--- config.mk ---
export PLATFORM = sky130hd
export DESIGN_NAME = envelope_gen
export DESIGN_NICKNAME = d
export VERILOG_FILES = /design/src/rtl/envelope_gen.sv
export SDC_FILE = /design/constraint.sdc
export NUM_CORES = 1
export LEC_CHECK = 0
export ABC_AREA = 1
export CAP_MARGIN = 5
export CELL_PAD_IN_SITES_DETAIL_PLACEMENT = 0
export CELL_PAD_IN_SITES_GLOBAL_PLACEMENT = 1
export CORE_AREA = 2 2 105 56
export DETAILED_ROUTE_END_ITERATION = 16
export DIE_AREA = 0 0 107 58
export PLACE_DENSITY_LB_ADDON = 0.1
export SETUP_SLACK_MARGIN = 0.2
export SLEW_MARGIN = 20
export SYNTH_ARGS = -nofsm -noshare
export SYNTH_HDL_FRONTEND = slang
export SYNTH_SLANG_ARGS = --single-unit
--- constraint.sdc ---
create_clock -name clk -period 2.3 [get_ports clk]
set_input_delay 0.345 -clock clk [delete_from_list [all_inputs] [get_ports clk]]
set_output_delay 0.345 -clock clk [all_outputs]
set_load 0.03 [all_outputs]
--- src/rtl/envelope_gen.sv ---
// Per-channel ADSR envelope: a 4-bit amplitude that steps through attack, decay,
// sustain and release, paced by a shared base tick and per-phase rate counters.
module envelope_gen #(
    parameter int TICK_DIV = 256
) (
    input  logic       clk,
    input  logic       rst,
    input  logic       gate,
    input  logic [3:0] attack,
    input  logic [3:0] decay,
    input  logic [3:0] sustain,
    input  logic [3:0] release_rate,
    output logic [3:0] env,
    output logic [2:0] state,
    output logic       active
);
    localparam int PW = (TICK_DIV > 1) ? $clog2(TICK_DIV) : 1;
    localparam logic [PW-1:0] PS_LAST = PW'(TICK_DIV - 1);

    typedef enum logic [2:0] {
        ST_IDLE    = 3'd0,
        ST_ATTACK  = 3'd1,
        ST_DECAY   = 3'd2,
        ST_SUSTAIN = 3'd3,
        ST_RELEASE = 3'd4
    } state_t;

    state_t        state_q, state_d;
    logic [3:0]    env_q, env_d;
    logic [3:0]    rc_q, rc_d;
    logic [PW-1:0] ps_q, ps_d;
    logic          gate_q, gate_d;
    logic          active_q, active_d;

    logic          base_tick;
    logic          rise;
    logic          step;
    logic [3:0]    rate;

    always_comb begin
        base_tick = (ps_q == PS_LAST);
        ps_d      = base_tick ? '0 : ps_q + 1'b1;
        gate_d    = gate;
        rise      = gate && !gate_q;

        case (state_q)
            ST_ATTACK:  rate = attack;
            ST_DECAY:   rate = decay;
            default:    rate = release_rate;
        endcase
        // >= rather than == so a rate lowered mid-phase fires on the next tick
        step = base_tick && (rc_q >= rate);

        state_d = state_q;
        env_d   = env_q;
        rc_d    = rc_q;

        if (rise) begin
            state_d = ST_ATTACK;
            rc_d    = '0;
        end else if (!gate && (state_q == ST_ATTACK || state_q == ST_DECAY ||
                               state_q == ST_SUSTAIN)) begin
            state_d = ST_RELEASE;
            rc_d    = '0;
        end else begin
            case (state_q)
                ST_IDLE: begin
                    env_d = '0;
                    rc_d  = '0;
                end
                ST_ATTACK: begin
                    if (step) begin
                        rc_d = '0;
                        if (env_q == 4'd15) begin
                            state_d = ST_DECAY;
                        end else begin
                            env_d = env_q + 4'd1;
                            if (env_q == 4'd14) state_d = ST_DECAY;
                        end
                    end else if (base_tick) begin
                        rc_d = rc_q + 4'd1;
                    end
                end
                ST_DECAY: begin
                    if (step) begin
                        rc_d = '0;
                        if (env_q <= sustain) begin
                            state_d = ST_SUSTAIN;
                        end else begin
                            env_d = env_q - 4'd1;
                            if (env_q - 4'd1 == sustain) state_d = ST_SUSTAIN;
                        end
                    end else if (base_tick) begin
                        rc_d = rc_q + 4'd1;
                    end
                end
                ST_SUSTAIN: begin
                    env_d = sustain;
                    rc_d  = '0;
                end
                ST_RELEASE: begin
                    if (step) begin
                        rc_d = '0;
                        if (env_q == 4'd0) begin
                            state_d = ST_IDLE;
                        end else begin
                            env_d = env_q - 4'd1;
                            if (env_q == 4'd1) state_d = ST_IDLE;
                        end
                    end else if (base_tick) begin
                        rc_d = rc_q + 4'd1;
                    end
                end
                default: begin
                    state_d = ST_IDLE;
                    env_d   = '0;
                    rc_d    = '0;
                end
            endcase
        end

        active_d = (state_d != ST_IDLE);
    end

    always_ff @(posedge clk) begin
        if (rst) begin
            state_q  <= ST_IDLE;
            env_q    <= '0;
            rc_q     <= '0;
            ps_q     <= '0;
            gate_q   <= 1'b0;
            active_q <= 1'b0;
        end else begin
            state_q  <= state_d;
            env_q    <= env_d;
            rc_q     <= rc_d;
            ps_q     <= ps_d;
            gate_q   <= gate_d;
            active_q <= active_d;
        end
    end

    assign env    = env_q;
    assign state  = state_q;
    assign active = active_q;
endmodule
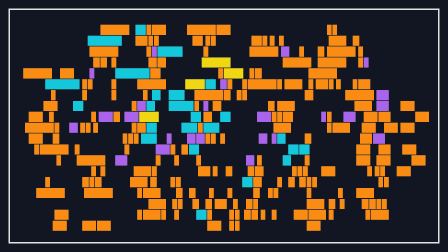
*Cells by drive strength, run 1*
Scale: 4 px per um.
purple -> _2 cells  # cells 24, share 8.9%, most used inv_2
yellow -> _6 and larger  # cells 4, share 1.5%, most used clkbuf_8
cyan -> _3 and _4 cells  # cells 24, share 8.9%, most used buf_4
orange -> _0 and _1 cells  # cells 217, share 81%, most used nand2_1
PnR worst setup slack: 0.122 ns
Non-clk bufs: 37
design area: 0.00208 sq mm
area grow syn2layout: 34.4%

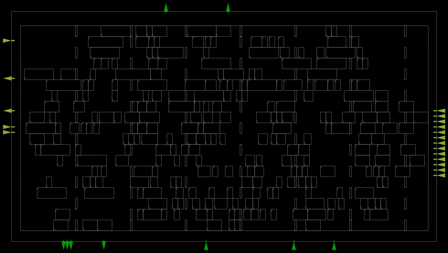
*Cell outlines without signal wires, run 1*
registers: 21
Cell Count, Final, Fillers Out: 342

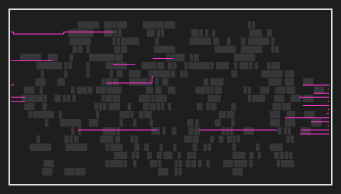
*The metal 3 layer, run 1*
Scale: 3 px per um.
main direction = horizontal
longest straight run = 26.2 um
share of all routed wire = 4.9%

==> results.tsv, run 1 <==
stage	metric	value	unit
synthesis	fp_nets	263	
final_layout	lay_top_count	nand2_1	
synthesis	synthCells	229	
global_routing	grt_overflow	0	
synthesis	synth_adder_area_share	0.121	
routing	finalWirelength	4330	um
placement	hpwl	3630	um
placement	dpl-instance-area	0.00195	sq mm
power_and_ir_drop	p_seq	0.000403	W
cts	tritoncts	done	
routing	viasPerCell	4.30	
synthesis	netlist_top_cells_count	nand2_1, inv_1, nor2_1	
run	warnings	32	
critical_path	rr_worst_depth	16	
synthesis	synthTopLogicFamily	simple AND/OR/NAND/NOR gates	
critical_path	critPathKind	register to register	
synthesis	synthFlopType	dfxtp_1	
routing	drc	0	
timing	skew	0.00683	ns
critical_path	reg2reg_from	state[0]$_SDFF_PP0_	
cts	ctsResizeCount	13	
final_layout	comb_area	0.00101	sq mm
synthesis	postSynthSeqShare	0.271	
power_and_ir_drop	peakVddDrop	184	uV
hold_path	hold_depth	1	
timing	fin_crit	2.18	ns
critical_path	startpoint	state[0]$_SDFF_PP0_	
routing	wl_met1	2870	um
synthesis	synth_dominant_cell_count	nand2_1	
cts	cts_root_buf	clkbuf_8	
critical_path	crit_buf_inv	4	
timing	setup_violations	0	
timing	finalCritPeriodShare	0.947	
global_routing	met2_usage	0.171	
hold_path	min-delay-start	ps_q[0]$_SDFF_PP0_	
die	rows	19	
critical_path	cp.depth	16	
synthesis	yosys_area	0.00155	sq mm
global_routing	grt_pass1_vias	1374	
placement	place_ws	-0.141	ns
synthesis	ys.flops	21	
global_routing	grtUsageMet1	0.271	
final_layout	drive_above_1_share	0.193	
die	die_w	107	um
global_routing	met3_usage	0.0349	
synthesis	async_flop_share	0	
synthesis	xor_area_frac	0.0226	
global_routing	grt-busiest-layer	met1	
outcome	status	complete, no violations	
power_and_ir_drop	switching_share	0.344	
synthesis	ys_warn_count	0	
run	maxCapViolCount	0	
critical_path	crit_chain	inv_4 -> nor2_4 -> nand2_4 -> inv_4 -> a22o_1 -> a21oi_2 -> ha_1 -> inv_1 -> o21bai_1 -> nand2_1 -> nand3_2 -> nand2_4 -> nand2_2 -> inv_2 -> nand4_1 -> a21oi_1	
timing	fmax	459	MHz
hold_path	hold_path.class	register to register	
power_and_ir_drop	leakagePower	1.01	nW
final_layout	seqCellArea	432	sq um
die	io-pin-count	27	
routing	ant_nets	0	
critical_path	cp-start-kind	register	
global_routing	grt_pass1_wl	7210	um
timing	tightest_slew	0.336	ns
cts	cts.sinks	21	
power_and_ir_drop	clock_net_power	0.000239	W
power_and_ir_drop	power_frac_comb	0.344	
global_routing	grt_max_degree	13	
synthesis	avgSynthCellArea	6.77	sq um
critical_path	crit_end	rc_q[0]$_SDFFE_PP0P_	
routing	wl_met3	213	um
die	die.size.y	58	um
power_and_ir_drop	pwr-share-seq	0.412	
critical_path	timing.rr.end	rc_q[0]$_SDFFE_PP0P_	
die	fp_util	0.292	
die	coreArea	0.00530	sq mm
timing	rsz0062_at_grt	true	
die	die_area	0.00621	sq mm
run 1: layout make-up:
| class | count | area share |
|---|---|---|
| Sequential cell | 21 | 0.207 |
| Clock inverter | 1 | 0.00240 |
| Tap cell | 73 | 0.0438 |
| Clock buffer | 3 | 0.0198 |
| Multi-Input combinational cell | 168 | 0.487 |
| Inverter | 39 | 0.0751 |
| Timing Repair Buffer | 37 | 0.165 |
run 1: metrics by stage:
step                TNS (ns)  utilization  instances  total power [W]
floorplan                  0            -        229         0.000608
global placement      -0.483        0.368        333         0.000735
detailed placement    -0.589        0.368        333         0.000733
CTS                        0        0.390        342         0.000994
global route          -0.414        0.393        342          0.00106
finish                     0        0.393        342         0.000980
run 1: registers in the layout (all words and copies together), names as in the netlist:
register	flops
active	1
env	4
rc_q	4
gate_q	1
ps_q	8
state	3
==> run 2, diff against run 1 <==
--- a/config.mk
+++ b/config.mk
@@ -12,7 +12,9 @@
 export CORE_AREA = 2 2 105 56
 export DETAILED_ROUTE_END_ITERATION = 16
 export DIE_AREA = 0 0 107 58
+export GPL_TIMING_DRIVEN = 0
 export PLACE_DENSITY_LB_ADDON = 0.1
+export REMOVE_ABC_BUFFERS = 1
 export SETUP_SLACK_MARGIN = 0.2
 export SLEW_MARGIN = 20
 export SYNTH_ARGS = -nofsm -noshare
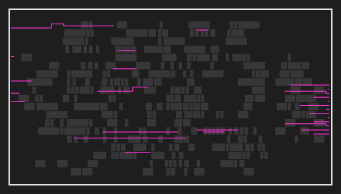
*The metal 3 layer, run 2*
Scale: 3 px per um.
share of all routed wire = 6.3%
main direction = horizontal
longest straight run = 36.8 um
wire length on this layer = 258 um
nets with wire on the layer = 26
GR Util met3: 0.0349
routed vias: 1,476
WL final: 4120 um

==> run 2 against run 1 <==
  * Die area is the same
  * Combinational power shrank 1%
  * Register-to-register slack lost 0.04 ns
  * Synthesized area is the same
  * Setup slack lost 0.038 ns
  * Power grew 1.1%
  * Largest cell class unchanged
  * Largest power group unchanged
  * Highest routed layer unchanged
==> results.tsv, run 2 <==
stage	metric	value	unit	change
global_routing	antenna_found_initial	0		unchanged
timing	tightest_slew	0.408	ns	was 0.336 ns
global_routing	grt_usage	0.147		was 0.152
synthesis	synth.cellmix.simpleShare	0.383		unchanged
cts	clkLatencyLatePin	0.26	ns	about the same
synthesis	area_leaders	dfxtp_1, nand2_1, ha_1		unchanged
critical_path	crit_top_cell	nand2_1		
power_and_ir_drop	leakagePower	1.00	nW	was 1.01 nW
final_layout	largest_reg_flops	8		unchanged
die	die_w	107	um	unchanged
power_and_ir_drop	power	0.000990	W	was 0.000980 W
critical_path	cp_data_arrival_time	2.38	ns	was 2.36 ns
cts	clockBufferDepth	2		unchanged
final_layout	regMostFlops	ps_q		unchanged
critical_path	slowest_stage	dfxtp_2		was dfxtp_4
timing	rsz0062_at_grt	true		unchanged
cts	cts.sinks	21		unchanged
synthesis	xor_area_frac	0.0226		unchanged
placement	gp_congestion	0.781		was 0.792
timing	fin_setup_tns	0	ns	unchanged
critical_path	rr_worst_depth	19		was 16
placement	place_ws	-0.230	ns	was -0.141 ns
cts	clk_pin_slew_worst_paths	0.08	ns	about the same
hold_path	hold_path.class	register to register		unchanged
power_and_ir_drop	peakVddDrop	185	uV	was 184 uV
critical_path	reg2reg_from	state[0]$_SDFF_PP0_		unchanged
die	die_area	0.00621	sq mm	unchanged
synthesis	synth_dominant_cell_count	nand2_1		unchanged
routing	wl_per_cell	12.0	um	was 12.7 um
routing	drc	0		unchanged
routing	ant_nets	0		unchanged
cts	cts_buffers	3		unchanged
placement	dp_cells	327		was 333
timing	finalCritPeriodShare	0.963		was 0.947
timing	skew	0.00376	ns	was 0.00683 ns
hold_path	whs_endpoint	ps_q[0]$_SDFF_PP0_		unchanged
run	maxCapViolCount	0		unchanged
routing	viasPerCell	4.32		was 4.30
critical_path	required	2.46	ns	was 2.49 ns
die	die.size.y	58	um	unchanged
global_routing	grt_max_degree	14		was 13
synthesis	synth_adder_area_share	0.121		unchanged
placement	dpl-instance-area	0.00190	sq mm	was 0.00195 sq mm
cts	cts_hold_buf	0		unchanged
critical_path	timing.rr.end	active$_SDFF_PP0_		was rc_q[0]$_SDFFE_PP0P_
synthesis	ys_warn_count	0		unchanged
routing	wl_met3	258	um	was 213 um
synthesis	avgSynthCellArea	6.77	sq um	unchanged
synthesis	edf_count	0		unchanged
final_layout	lay_top_count	nand2_1		unchanged
synthesis	syn_area	0.00155	sq mm	unchanged
global_routing	met2_usage	0.161		was 0.171
synthesis	synthAoiAreaFrac	0.104		unchanged
synthesis	synthFlopType	dfxtp_1		unchanged
synthesis	netlist_top_cells_count	nand2_1, inv_1, nor2_1		unchanged
critical_path	cp-start-kind	register		unchanged
critical_path	critical_path.endpoint_type	register		unchanged
routing	wl_met1	2560	um	was 2870 um
final_layout	final_area	0.00210	sq mm	was 0.00208 sq mm
critical_path	cp.depth	19		was 16
die	io-pin-count	27		unchanged
synthesis	yosys-stat-cells	229		unchanged
cts	htree_levels	1		unchanged
timing	whs	0.453	ns	was 0.467 ns
synthesis	ys.flops	21		unchanged
timing	hold_viol	0		unchanged
synthesis	synthCells	229		unchanged
die	rows	19		unchanged
synthesis	yosys_area	0.00155	sq mm	unchanged
cts	cts_root_buf	clkbuf_8		unchanged
synthesis	mux_area_frac	0		unchanged
critical_path	critPathKind	register to register		unchanged
critical_path	worstPathMaxFanout	5		was 4
critical_path	r2r_slack	0.08	ns	was 0.12 ns
timing	setup_violations	0		unchanged
final_layout	finish.utilization	0.396		was 0.393
outcome	status	complete, no violations		unchanged
timing	fin_crit	2.22	ns	was 2.18 ns
timing	fmax	451	MHz	was 459 MHz
synthesis	async_flop_share	0		unchanged
final_layout	diodes	0		unchanged
synthesis	synthTopLogicFamily	simple AND/OR/NAND/NOR gates		unchanged
timing	relSlewSlack	0.728		was 0.776
routing	met2WireLength	1290	um	was 1240 um
global_routing	grt_overflow	0		unchanged
synthesis	postSynthSeqShare	0.271		unchanged
synthesis	yosys.area.top_type	dfxtp_1		unchanged
power_and_ir_drop	powerDensity	472	mW/mm^2	was 470 mW/mm^2
timing	maxSlewViolCount	0		unchanged
critical_path	max_stage_delay	0.34	ns	was 0.36 ns
global_routing	grt_pass1_wl	7030	um	was 7210 um
routing	drt-pass1-iter-count	4		unchanged
global_routing	grt_pass1_vias	1370		was 1,374
final_layout	final_nets	304		unchanged
critical_path	crit_buf_inv	4		unchanged
cts	tritoncts	done		unchanged
global_routing	grt-busiest-layer	met1		unchanged
critical_path	cp_top_family	simple AND/OR/NAND/NOR gates		unchanged
run	warnings	31		was 32
final_layout	final-instance-count-excl-fill	342		unchanged
hold_path	min-delay-start	ps_q[0]$_SDFF_PP0_		unchanged
die	fp_util	0.292		unchanged
placement	hpwl	3290	um	was 3630 um
global_routing	grtUsageMet1	0.262		was 0.271
hold_path	hold_depth	1		unchanged
synthesis	yosysUniqueCellTypes	30		unchanged
critical_path	startpoint	state[0]$_SDFF_PP0_		unchanged
critical_path	crit_end	active$_SDFF_PP0_		was rc_q[0]$_SDFFE_PP0P_
final_layout	areaGrowthSynthToFinish	35.4	%	was 34.4%
synthesis	top_cell_area_share	0.271		unchanged
timing	worst_slack	0.0844	ns	was 0.122 ns
routing	top_layer	met4		unchanged
placement	io_buffer_count	26		unchanged
die	coreArea	0.00530	sq mm	unchanged
final_layout	lay_top_cells	nand2_1, inv_1, nor2_1, clkdlybuf4s50_1, dfxtp_1		unchanged
critical_path	crit_chain	inv_2 -> nor2_4 -> nand2_4 -> clkinvlp_4 -> a22o_1 -> a21oi_2 -> ha_1 -> inv_1 -> o21bai_1 -> nand2_2 -> nand3_4 -> buf_4 -> nand4_1 -> nand2_1 -> nand2_1 -> nand2_1 -> nand2_1 -> nand2_2 -> nand2_1		was inv_4 -> nor2_4 -> nand2_4 -> inv_4 -> a22o_1 -> a21oi_2 -> ha_1 -> inv_1 -> o21bai_1 -> nand2_1 -> nand3_2 -> nand2_4 -> nand2_2 -> inv_2 -> nand4_1 -> a21oi_1
routing	drt_iter0_markers	109		was 55
final_layout	drive_above_1_share	0.201		was 0.193
## run 2: kinds of logic after synthesis
group	count (synthesis)
fa+ha+maj	15
buf+inv	40
compound gates	28
xor+xnor	4
simple gates	121
flops	21
## run 2: area by class of cell
class	count	area [sq um]
fill	575	3200
tap	73	91.3
clock buffer	3	41.3
inverter	39	153
timing repair buffer	37	343
sequential	21	429
clock inverter	1	7.51
multi-input combinational	168	1030
## run 2: what timing repair did
action,CTS,global route
gates resized,17,6
buffers inserted,9,2
endpoints found under the setup margin,12,12
pin swaps,12,6
## run 2: report_power, final
| group | switching [W] | internal (W) |
|---|---|---|
| Sequential | 0.0000276 | 0.000379 |
| Clock | 0.000128 | 0.000122 |
| Combinational | 0.000188 | 0.000146 |
==> run 3, diff against run 2 <==
==> constraint.sdc (replaced) <==
create_clock -name clk -period 2.5 [get_ports clk]
set_input_delay 0.375 -clock clk [delete_from_list [all_inputs] [get_ports clk]]
set_output_delay 0.375 -clock clk [all_outputs]
set_load 0.03 [all_outputs]
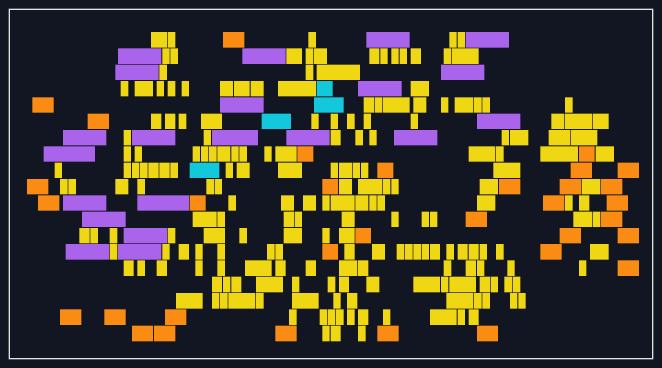
*Cells colored by class, run 3*
Scale: 6 px per um.
orange -> other buffers and delay cells  # cells 33
purple -> flops  # cells 21
cyan -> clock drivers and dummy loads  # cells 4
yellow -> combinational and other logic  # cells 207
Core Box Area: 0.00530 sq mm
flop share of the area: 0.210

==> run 3 against run 2 <==
  * Worst hold slack barely moved
  * Combinational power fell by 11%
  * Critical path depth fell by 3
  * Die area did not move
  * Largest cell class unchanged
  * Highest routed layer unchanged
==> results.tsv, run 3 <==
stage	metric	value	unit	change
hold_path	whs_endpoint	ps_q[0]$_SDFF_PP0_		unchanged
cts	clk_pin_slew_worst_paths	0.08	ns	about the same
synthesis	yosysUniqueCellTypes	30		unchanged
final_layout	finish.utilization	0.386		was 0.396
synthesis	netlist_top_cells_count	nand2_1, inv_1, nor2_1		unchanged
placement	dpl-instance-area	0.00190	sq mm	unchanged
cts	cts_buffers	3		unchanged
die	die_area	0.00621	sq mm	unchanged
critical_path	critPathKind	register to register		unchanged
critical_path	slowest_stage	dfxtp_2		unchanged
run	maxCapViolCount	0		unchanged
critical_path	critical_path.endpoint_type	register		unchanged
routing	drc	0		unchanged
final_layout	regMostFlops	ps_q		unchanged
power_and_ir_drop	peakVddDrop	174	uV	was 185 uV
critical_path	reg2reg_from	state[0]$_SDFF_PP0_		unchanged
placement	io_buffer_count	26		unchanged
hold_path	hold_depth	1		unchanged
synthesis	synthFlopType	dfxtp_1		unchanged
global_routing	grt-busiest-layer	met1		unchanged
synthesis	ys.flops	21		unchanged
hold_path	hold_path.class	register to register		unchanged
routing	vias	1457		was 1,476
routing	wl_per_cell	12.1	um	was 12.0 um
placement	hpwl	3290	um	unchanged
synthesis	area_leaders	dfxtp_1, nand2_1, ha_1		unchanged
outcome	status	complete, no violations		unchanged
critical_path	cp.depth	16		was 19
timing	worst_slack	0.262	ns	was 0.0844 ns
die	die_w	107	um	unchanged
synthesis	top_cell_area_share	0.271		unchanged
power_and_ir_drop	powerDensity	442	mW/mm^2	was 472 mW/mm^2
timing	fin_crit	2.24	ns	was 2.22 ns
global_routing	grt_overflow	0		unchanged
critical_path	timing.rr.end	rc_q[0]$_SDFFE_PP0P_		was active$_SDFF_PP0_
cts	ctsResizeCount	10		was 17
final_layout	diodes	0		unchanged
final_layout	final-instance-count-excl-fill	338		was 342
global_routing	antenna_found_initial	0		unchanged
hold_path	min-delay-start	ps_q[0]$_SDFF_PP0_		unchanged
final_layout	largest_reg_flops	8		unchanged
routing	ant_nets	0		unchanged
synthesis	async_flop_share	0		unchanged
global_routing	grt_max_degree	14		unchanged
critical_path	crit_chain	inv_2 -> nor2_4 -> nand2_4 -> clkinvlp_4 -> a22o_1 -> a21oi_2 -> ha_1 -> nand2_1 -> inv_2 -> nand3_2 -> nand3_4 -> nand2_4 -> nand2_2 -> inv_2 -> nand4_1 -> a21oi_1		was inv_2 -> nor2_4 -> nand2_4 -> clkinvlp_4 -> a22o_1 -> a21oi_2 -> ha_1 -> inv_1 -> o21bai_1 -> nand2_2 -> nand3_4 -> buf_4 -> nand4_1 -> nand2_1 -> nand2_1 -> nand2_1 -> nand2_1 -> nand2_2 -> nand2_1
synthesis	yosys_area	0.00155	sq mm	unchanged
placement	dp_cells	327		unchanged
final_layout	drive_above_1_share	0.177		was 0.201
critical_path	crit_buf_inv	4		unchanged
routing	drt_iter0_markers	106		was 109
routing	viasPerCell	4.31		was 4.32
final_layout	lay_top_count	nand2_1		unchanged
global_routing	met2_usage	0.155		was 0.161
global_routing	met3_usage	0.0349		unchanged
timing	maxSlewViolCount	0		unchanged
critical_path	required	2.70	ns	was 2.46 ns
critical_path	cp-start-kind	register		unchanged
timing	skew	0.00203	ns	was 0.00376 ns
timing	tightest_slew	0.407	ns	was 0.408 ns
final_layout	lay_top_cells	nand2_1, inv_1, nor2_1, clkdlybuf4s50_1, dfxtp_1		unchanged
synthesis	ys_warn_count	0		unchanged
final_layout	final_nets	300		was 304
timing	finalCritPeriodShare	0.895		was 0.963
power_and_ir_drop	power	0.000904	W	was 0.000990 W
timing	whs	0.453	ns	about the same
critical_path	rr_worst_depth	16		was 19
synthesis	avgSynthCellArea	6.77	sq um	unchanged
timing	rsz0062_at_grt	true		unchanged
global_routing	grt_usage	0.144		was 0.147
synthesis	synthCells	229		unchanged
routing	drt-pass1-iter-count	4		unchanged
critical_path	crit_top_cell	inv_2		was nand2_1
cts	cts_hold_buf	0		unchanged
die	rows	19		unchanged
routing	finalWirelength	4070	um	was 4120 um
cts	htree_levels	1		unchanged
synthesis	syn_area	0.00155	sq mm	unchanged
global_routing	grt_pass1_wl	6880	um	was 7030 um
cts	clkLatencyLatePin	0.26	ns	about the same
global_routing	grtUsageMet1	0.259		was 0.262
die	io-pin-count	27		unchanged
routing	wl_met1	2630	um	was 2560 um
final_layout	areaGrowthSynthToFinish	32.0	%	was 35.4%
critical_path	cp_top_family	simple AND/OR/NAND/NOR gates		unchanged
timing	setup_violations	0		unchanged
global_routing	grt_pass1_vias	1330		was 1,370
synthesis	synth_dominant_cell_count	nand2_1		unchanged
placement	gp_congestion	0.781		unchanged
placement	place_ws	-0.0296	ns	was -0.230 ns
critical_path	r2r_slack	0.26	ns	was 0.08 ns
critical_path	crit_end	rc_q[0]$_SDFFE_PP0P_		was active$_SDFF_PP0_
critical_path	startpoint	state[0]$_SDFF_PP0_		unchanged
cts	tritoncts	done		unchanged
routing	top_layer	met4		unchanged
routing	met2WireLength	1250	um	was 1290 um
timing	fmax	447	MHz	was 451 MHz
cts	cts_root_buf	clkbuf_8		unchanged
power_and_ir_drop	leakagePower	0.984	nW	was 1.00 nW
cts	cts.sinks	21		unchanged
synthesis	postSynthSeqShare	0.271		unchanged
cts	clockBufferDepth	2		unchanged
==> run 3: cell counts after synthesis <==
No cell type changed its count.
==> run 3: kinds of logic after synthesis <==
group,Yosys count,share of synthesized area
xor+xnor,4,0.0226
compound gates,28,0.104
buf+inv,40,0.0977
fa+ha+maj,15,0.121
simple gates,121,0.383
flops,21,0.271
==> run 3: power by group <==
group / internal, W / leakage, nW / switching [W]
sequential: 0.000349 / 0.173 / 0.0000259
combinational: 0.000128 / 0.789 / 0.000170
clock: 0.000113 / 0.0217 / 0.000119
==> run 3: cell type report <==
class / count / area (sq um)
well taps: 73 / 91.3
inverters: 39 / 150
clock buffers: 3 / 41.3
multi-input cells: 168 / 1010
clock inverters: 1 / 7.51
fillers: 574 / 3260
repair buffers: 33 / 313
flip-flops and latches: 21 / 429

==> notes/layouts.md <==
Pictures saved along the way, in no particular order.

Sequential cells grouped by signal name.
Scale: 4 px per um. Other sequential cells in the stronger gray, the rest of the logic in the fainter gray.
Plate I
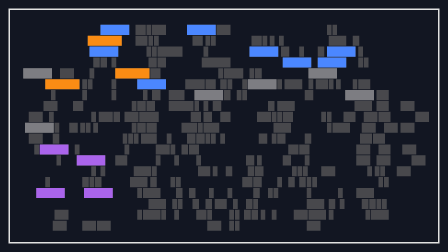
Plate II
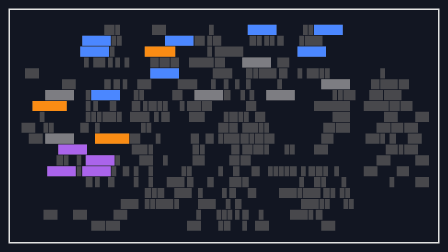
Run 1 is Plate I.
Run 2 is Plate II.

Key to Plate I:
purple -> env  # flops 4, where bottom left
orange -> state  # flops 3
blue -> ps_q  # flops 8

Power and IR drop assume default switching activity.
